Figure 1. Clock network drawn from the DEF.
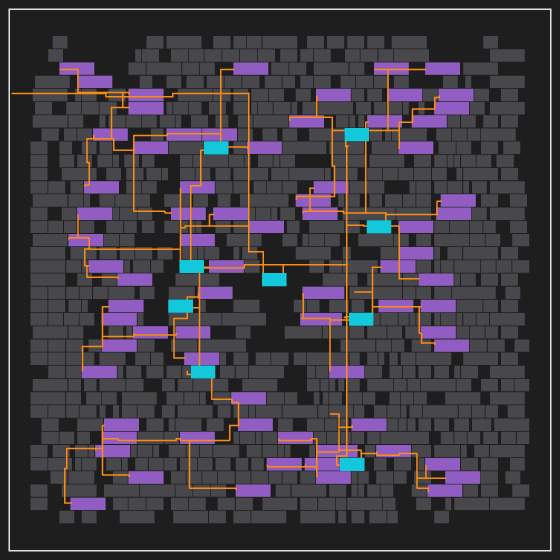
Figure 2. Routing congestion map.
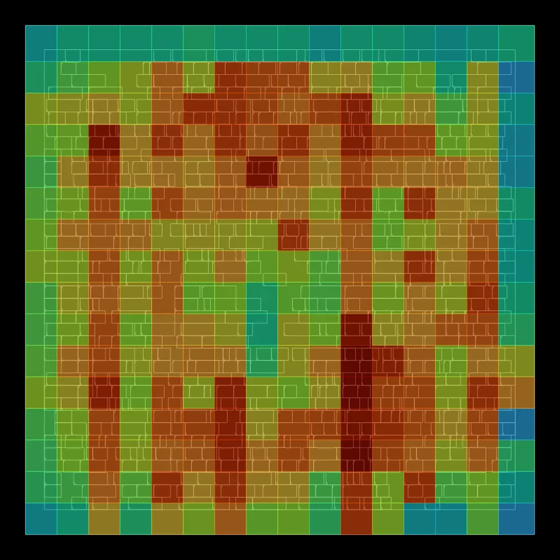
Figure 3. Wires at chosen ports, followed through buffers.
Scale bar: 20 um.
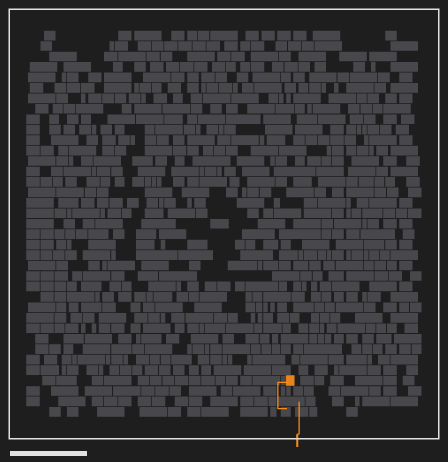
## src/rtl/md_arb_if.sv

```systemverilog
// Bundle of requester handshakes, md unit drive/status and completion signals.
// master = requesters plus md unit side; slave = the md_arb arbiter.
interface md_arb_if;
    logic        req0_valid;
    logic [3:0]  req0_op;
    logic [31:0] req0_a;
    logic [31:0] req0_b;
    logic        req0_ready;
    logic        req1_valid;
    logic [3:0]  req1_op;
    logic [31:0] req1_a;
    logic [31:0] req1_b;
    logic        req1_ready;
    logic [3:0]  md_op;
    logic [31:0] md_dh;
    logic [31:0] md_dl;
    logic        md_busy;
    logic        md_invalid;
    logic [1:0]  done;
    logic [1:0]  err;
    logic        owner;
    logic        owner_valid;

    modport master (
        output req0_valid, req0_op, req0_a, req0_b,
        output req1_valid, req1_op, req1_a, req1_b,
        output md_busy, md_invalid,
        input  req0_ready, req1_ready, md_op, md_dh, md_dl,
        input  done, err, owner, owner_valid
    );

    modport slave (
        input  req0_valid, req0_op, req0_a, req0_b,
        input  req1_valid, req1_op, req1_a, req1_b,
        input  md_busy, md_invalid,
        output req0_ready, req1_ready, md_op, md_dh, md_dl,
        output done, err, owner, owner_valid
    );
endinterface

```

## src/rtl/md_arb.sv

```systemverilog
// Two-requester arbiter for a shared mult/div unit; one op in flight, result owner tracked.
// MD_ARB_RR_EN selects round-robin tie-break; otherwise req0 has fixed priority.
module md_arb (
    input  logic      clk,
    input  logic      rst,
    md_arb_if.slave   bus
);
    localparam logic [3:0] MD_NONE  = 4'd0;
    localparam logic [3:0] MD_MTHI  = 4'd1;
    localparam logic [3:0] MD_MTLO  = 4'd2;
    localparam logic [3:0] MD_DIVU  = 4'd6;

    typedef enum logic [2:0] {S_IDLE, S_ISSUE, S_GUARD, S_WAIT, S_DONE} state_t;

    state_t      state, state_nxt;
    logic [3:0]  op_q;
    logic [31:0] a_q, b_q;
    logic        id_q;
    logic        err_q;
    logic        owner_valid_q;

    logic        eff0, eff1, gnt0, gnt1, accept, is_mt;

    // Undefined op codes behave exactly like MD_NONE: not a request.
    assign eff0  = bus.req0_valid && (bus.req0_op >= MD_MTHI) && (bus.req0_op <= MD_DIVU);
    assign eff1  = bus.req1_valid && (bus.req1_op >= MD_MTHI) && (bus.req1_op <= MD_DIVU);
    assign is_mt = (op_q == MD_MTHI) || (op_q == MD_MTLO);

`ifdef MD_ARB_RR_EN
    logic last_q;   // requester granted most recently

    assign gnt1 = eff1 && (!eff0 || !last_q);

    always_ff @(posedge clk) begin
        if (rst)
            last_q <= 1'b1;
        else if (accept)
            last_q <= gnt1;
    end
`else
    assign gnt1 = eff1 && !eff0;
`endif
    assign gnt0   = eff0 && !gnt1;
    assign accept = (state == S_IDLE) && !rst && (eff0 || eff1);

    always_ff @(posedge clk) begin
        if (rst)
            state <= S_IDLE;
        else
            state <= state_nxt;
    end

    always_ff @(posedge clk) begin
        if (rst) begin
            op_q          <= MD_NONE;
            a_q           <= '0;
            b_q           <= '0;
            id_q          <= 1'b0;
            err_q         <= 1'b0;
            owner_valid_q <= 1'b0;
        end else begin
            if (accept) begin
                op_q          <= gnt1 ? bus.req1_op : bus.req0_op;
                a_q           <= gnt1 ? bus.req1_a  : bus.req0_a;
                b_q           <= gnt1 ? bus.req1_b  : bus.req0_b;
                id_q          <= gnt1;
                err_q         <= 1'b0;
                owner_valid_q <= 1'b0;
            end
            if (state == S_GUARD)
                err_q <= bus.md_invalid;
            if (state == S_DONE)
                owner_valid_q <= 1'b1;
        end
    end

    always_comb begin
        state_nxt       = state;
        bus.req0_ready  = 1'b0;
        bus.req1_ready  = 1'b0;
        bus.md_op       = MD_NONE;
        bus.md_dh       = '0;
        bus.md_dl       = '0;
        bus.done        = 2'b00;
        bus.err         = 2'b00;
        bus.owner       = id_q;
        bus.owner_valid = owner_valid_q;

        case (state)
            S_IDLE: begin
                bus.req0_ready = accept && gnt0;
                bus.req1_ready = accept && gnt1;
                if (accept)
                    state_nxt = S_ISSUE;
            end
            S_ISSUE: begin
                if (!rst) begin
                    bus.md_op = op_q;
                    bus.md_dh = a_q;
                    bus.md_dl = b_q;
                end
                state_nxt = is_mt ? S_DONE : S_GUARD;
            end
            // Unit has not raised busy yet; only its invalid flag is meaningful here.
            S_GUARD: state_nxt = S_WAIT;
            S_WAIT: begin
                if (!bus.md_busy)
                    state_nxt = S_DONE;
            end
            S_DONE: begin
                if (!rst) begin
                    bus.done[id_q] = 1'b1;
                    bus.err[id_q]  = err_q;
                end
                state_nxt = S_IDLE;
            end
            default: state_nxt = S_IDLE;
        endcase
    end
endmodule
```

## src/flat_wrapper.sv

```systemverilog
// flat-port wrapper written by rule: the top's interface ports become plain ports
module md_arb_flat 
  (clk, rst, bus_req0_valid, bus_req0_op, bus_req0_a, bus_req0_b, bus_req1_valid, bus_req1_op, bus_req1_a, bus_req1_b, bus_md_busy, bus_md_invalid, bus_req0_ready, bus_req1_ready, bus_md_op, bus_md_dh, bus_md_dl, bus_done, bus_err, bus_owner, bus_owner_valid);
  md_arb_if bus_i ();
  input  logic clk;
  input  logic rst;
  input wire logic [$bits(bus_i.req0_valid)-1:0] bus_req0_valid;
  input wire logic [$bits(bus_i.req0_op)-1:0] bus_req0_op;
  input wire logic [$bits(bus_i.req0_a)-1:0] bus_req0_a;
  input wire logic [$bits(bus_i.req0_b)-1:0] bus_req0_b;
  input wire logic [$bits(bus_i.req1_valid)-1:0] bus_req1_valid;
  input wire logic [$bits(bus_i.req1_op)-1:0] bus_req1_op;
  input wire logic [$bits(bus_i.req1_a)-1:0] bus_req1_a;
  input wire logic [$bits(bus_i.req1_b)-1:0] bus_req1_b;
  input wire logic [$bits(bus_i.md_busy)-1:0] bus_md_busy;
  input wire logic [$bits(bus_i.md_invalid)-1:0] bus_md_invalid;
  output wire logic [$bits(bus_i.req0_ready)-1:0] bus_req0_ready;
  output wire logic [$bits(bus_i.req1_ready)-1:0] bus_req1_ready;
  output wire logic [$bits(bus_i.md_op)-1:0] bus_md_op;
  output wire logic [$bits(bus_i.md_dh)-1:0] bus_md_dh;
  output wire logic [$bits(bus_i.md_dl)-1:0] bus_md_dl;
  output wire logic [$bits(bus_i.done)-1:0] bus_done;
  output wire logic [$bits(bus_i.err)-1:0] bus_err;
  output wire logic [$bits(bus_i.owner)-1:0] bus_owner;
  output wire logic [$bits(bus_i.owner_valid)-1:0] bus_owner_valid;
  assign bus_i.req0_valid = bus_req0_valid;
  assign bus_i.req0_op = bus_req0_op;
  assign bus_i.req0_a = bus_req0_a;
  assign bus_i.req0_b = bus_req0_b;
  assign bus_i.req1_valid = bus_req1_valid;
  assign bus_i.req1_op = bus_req1_op;
  assign bus_i.req1_a = bus_req1_a;
  assign bus_i.req1_b = bus_req1_b;
  assign bus_i.md_busy = bus_md_busy;
  assign bus_i.md_invalid = bus_md_invalid;
  assign bus_req0_ready = bus_i.req0_ready;
  assign bus_req1_ready = bus_i.req1_ready;
  assign bus_md_op = bus_i.md_op;
  assign bus_md_dh = bus_i.md_dh;
  assign bus_md_dl = bus_i.md_dl;
  assign bus_done = bus_i.done;
  assign bus_err = bus_i.err;
  assign bus_owner = bus_i.owner;
  assign bus_owner_valid = bus_i.owner_valid;
  md_arb u_core (.clk(clk), .rst(rst), .bus(bus_i));
endmodule
```

## config.mk

```make
export PLATFORM = sky130hd
export DESIGN_NAME = md_arb_flat
export DESIGN_NICKNAME = d
export VERILOG_FILES = /design/src/rtl/md_arb_if.sv /design/src/rtl/md_arb.sv /design/src/flat_wrapper.sv
export SDC_FILE = /design/constraint.sdc
export NUM_CORES = 1
export LEC_CHECK = 0
export CORE_MARGIN = 4
export CORE_UTILIZATION = 41
export DETAILED_ROUTE_END_ITERATION = 10
export GPL_ROUTABILITY_DRIVEN = 0
export HOLD_SLACK_MARGIN = 0.05
export PLACE_DENSITY = 0.88
export SLEW_MARGIN = 25
export SYNTH_ARGS = -nofsm -noshare
export SYNTH_HDL_FRONTEND = slang
export SYNTH_SLANG_ARGS = --single-unit
```

## constraint.sdc

```tcl
create_clock -name clk -period 2.12 [get_ports clk]
set_clock_uncertainty 0.1 [all_clocks]
set_input_delay 0.318 -clock clk [delete_from_list [all_inputs] [get_ports clk]]
set_output_delay 0.318 -clock clk [all_outputs]
set_load 0.05 [all_outputs]
```

==> flow_summary.yaml <==
# flow metrics
run_status:
  outcome: "finished, violations left"
  failed_checks: "setup timing"
layout:
  diodes: 0
  fill_cells: 608
  final_layout_size_suffix_gt1_frac: 0.326
  finalNonFillerCells: 870
  nNetsFinal: 871
  lay_top_count: "clkdlybuf4s50_1"
  regArea_sq_um: 1490
  syn_to_final_growth_pct: 90.2
  final_cell_mix: "139 x clkdlybuf4s50_1, 79 x buf_12, 71 x dfxtp_1, 69 x inv_1, 69 x and2_4"
hold_path:
  holdPathStages: 2
  min_from: "rst"
worst_setup_path:
  startpoint: "u_core.state[1]$_SDFFE_PP0P_"
  crit_path_max_fanout: 6
  cp.required_ns: 1.70
  rrSetupSlack_ns: 0.08
  r2r-start: "u_core.state[1]$_SDFFE_PP0P_"
  crit_end: "bus_req1_ready"
  reg2reg_depth: 7
  crit_path_start_kind: "flop"
  crit_type: "flop to output port"
synthesis:
  syn_area_sq_um: 4380
  avgSynthCellArea_sq_um: 8.38
  yosys_area_sq_um: 4380
  ys_top_cells_by_count: "74 x dfxtp_1, 70 x inv_1, 69 x and2_1"
  synthAoiAreaFrac: 0.260
  edf_count: 0
  ys_cells: 523
  topCellsByArea: "dfxtp_1 34%, a221oi_1 13%, nand4b_1 13%"
  synth_top_flop_cell: "dfxtp_1"
  async_flop_share: 0
  yosys.area_share.simple: 0.276
  ys_ff: 74
  top_logic_kind: "simple AND/OR/NAND/NOR gates"
  xor_share: 0.00200
  top_cell_area_share: 0.338
  synth_nets: 665
  ys_types: 31
  synth.area.mux_share: 0
  ys.warnings.count: 0
power_and_ir_drop:
  ir_drop_v: 0.000408
  powerClk_mw: 1.38
  clock_power_share: 0.331
  top_power_group: "sequential cells"
  p_switching_mw: 1.19
  sw_frac_of_total: 0.286
  power.density_nw_per_um2: 500
  p_int_mw: 2.98
  p_leak_nw: 3.08
  p_seq_frac: 0.383
  p_comb_frac: 0.286
sta:
  timing.final.crit_share: 1.01
  whs_ns: 0.180
  setup_ws_ns: -0.0141
  tns_ns: -0.0254
  grt_setup_unrepaired: "true"
  setup_viol: 4
  hold_viol: 0
  period_needed_ns: 2.13
  finalMaxSlewViolations: 0
clock_network:
  cts.sinks: 74
  clkSlewWorstSetupHoldPaths_ns: 0.07
  cts-htree-levels: 3
  cts_setup_buffers: 6
  cts_resized: 46
  hold_buffers: 0
  clockBufferDepth: 2
  cts_made_buffers: 9
  clk_latency_ns: 0.34
job:
  maxCapViolCount: 0
  warnings: 28
routing:
  vias_per_cell: 6.03
  ant_nets: 0
  dr_wl_met2_um: 9900
  dr.pass1.iters: 6
  drt_iter0_drc: 441
  wl_met1_um: 6830
  route.detailed.drc: 0
  drt_wl_total_um: 18900
place:
  pre_cts_ws_ns: -0.384
  dpl.hpwl_um: 12200
  dpl.cell_count: 834
  dpl_cell_area_sq_um: 7500
global_route:
  grt_remaining_overflow: 0
  grt_pass1_vias: 5249
  grt_usage: 0.268
floorplan:
  core_area_sq_um: 10400
  pin_count: 218
  std_cell_rows: 37
About Figure 1:
- cyan: clock drivers (count 9)
- orange: clock wires (length 965 um)
- purple: flip-flops (count 74)
- routed clock nets: 10

About Figure 2:
wire per inst: 21.8 um
met3 Track Usage GR: 0.0625
grt met1 use: 0.312
GR peak layer: met2
fin util: 0.804

About Figure 3:
- orange: bus_req0_ready (direction output; edge bottom; end cells 1; buffers 1; wire 21.3 um)

-- worst max-delay path: stages (launching register included) --
cell and delay [ns]:
dfxtp_4 0.36, buf_4 0.16, nor4_4 0.25, nand4_1 0.20, buf_6 0.17, nor2_4 0.11
buf_12 0.14
-- area by class of cell --
class	count	area share
Tap cell	136	0.0204
Inverter	70	0.0318
Timing Repair Buffer	264	0.414
Sequential cell	74	0.179
Multi-Input combinational cell	310	0.324
Clock buffer	11	0.0182
Clock inverter	5	0.0120
-- flip-flops by register name (all words and copies together), names as in the netlist --
name	cells
u_core.b_q	32
u_core.a_q	32
u_core.bus.owner_valid	1
u_core.op_q	4
u_core.err_q	1
u_core.bus.owner	1
u_core.state	3
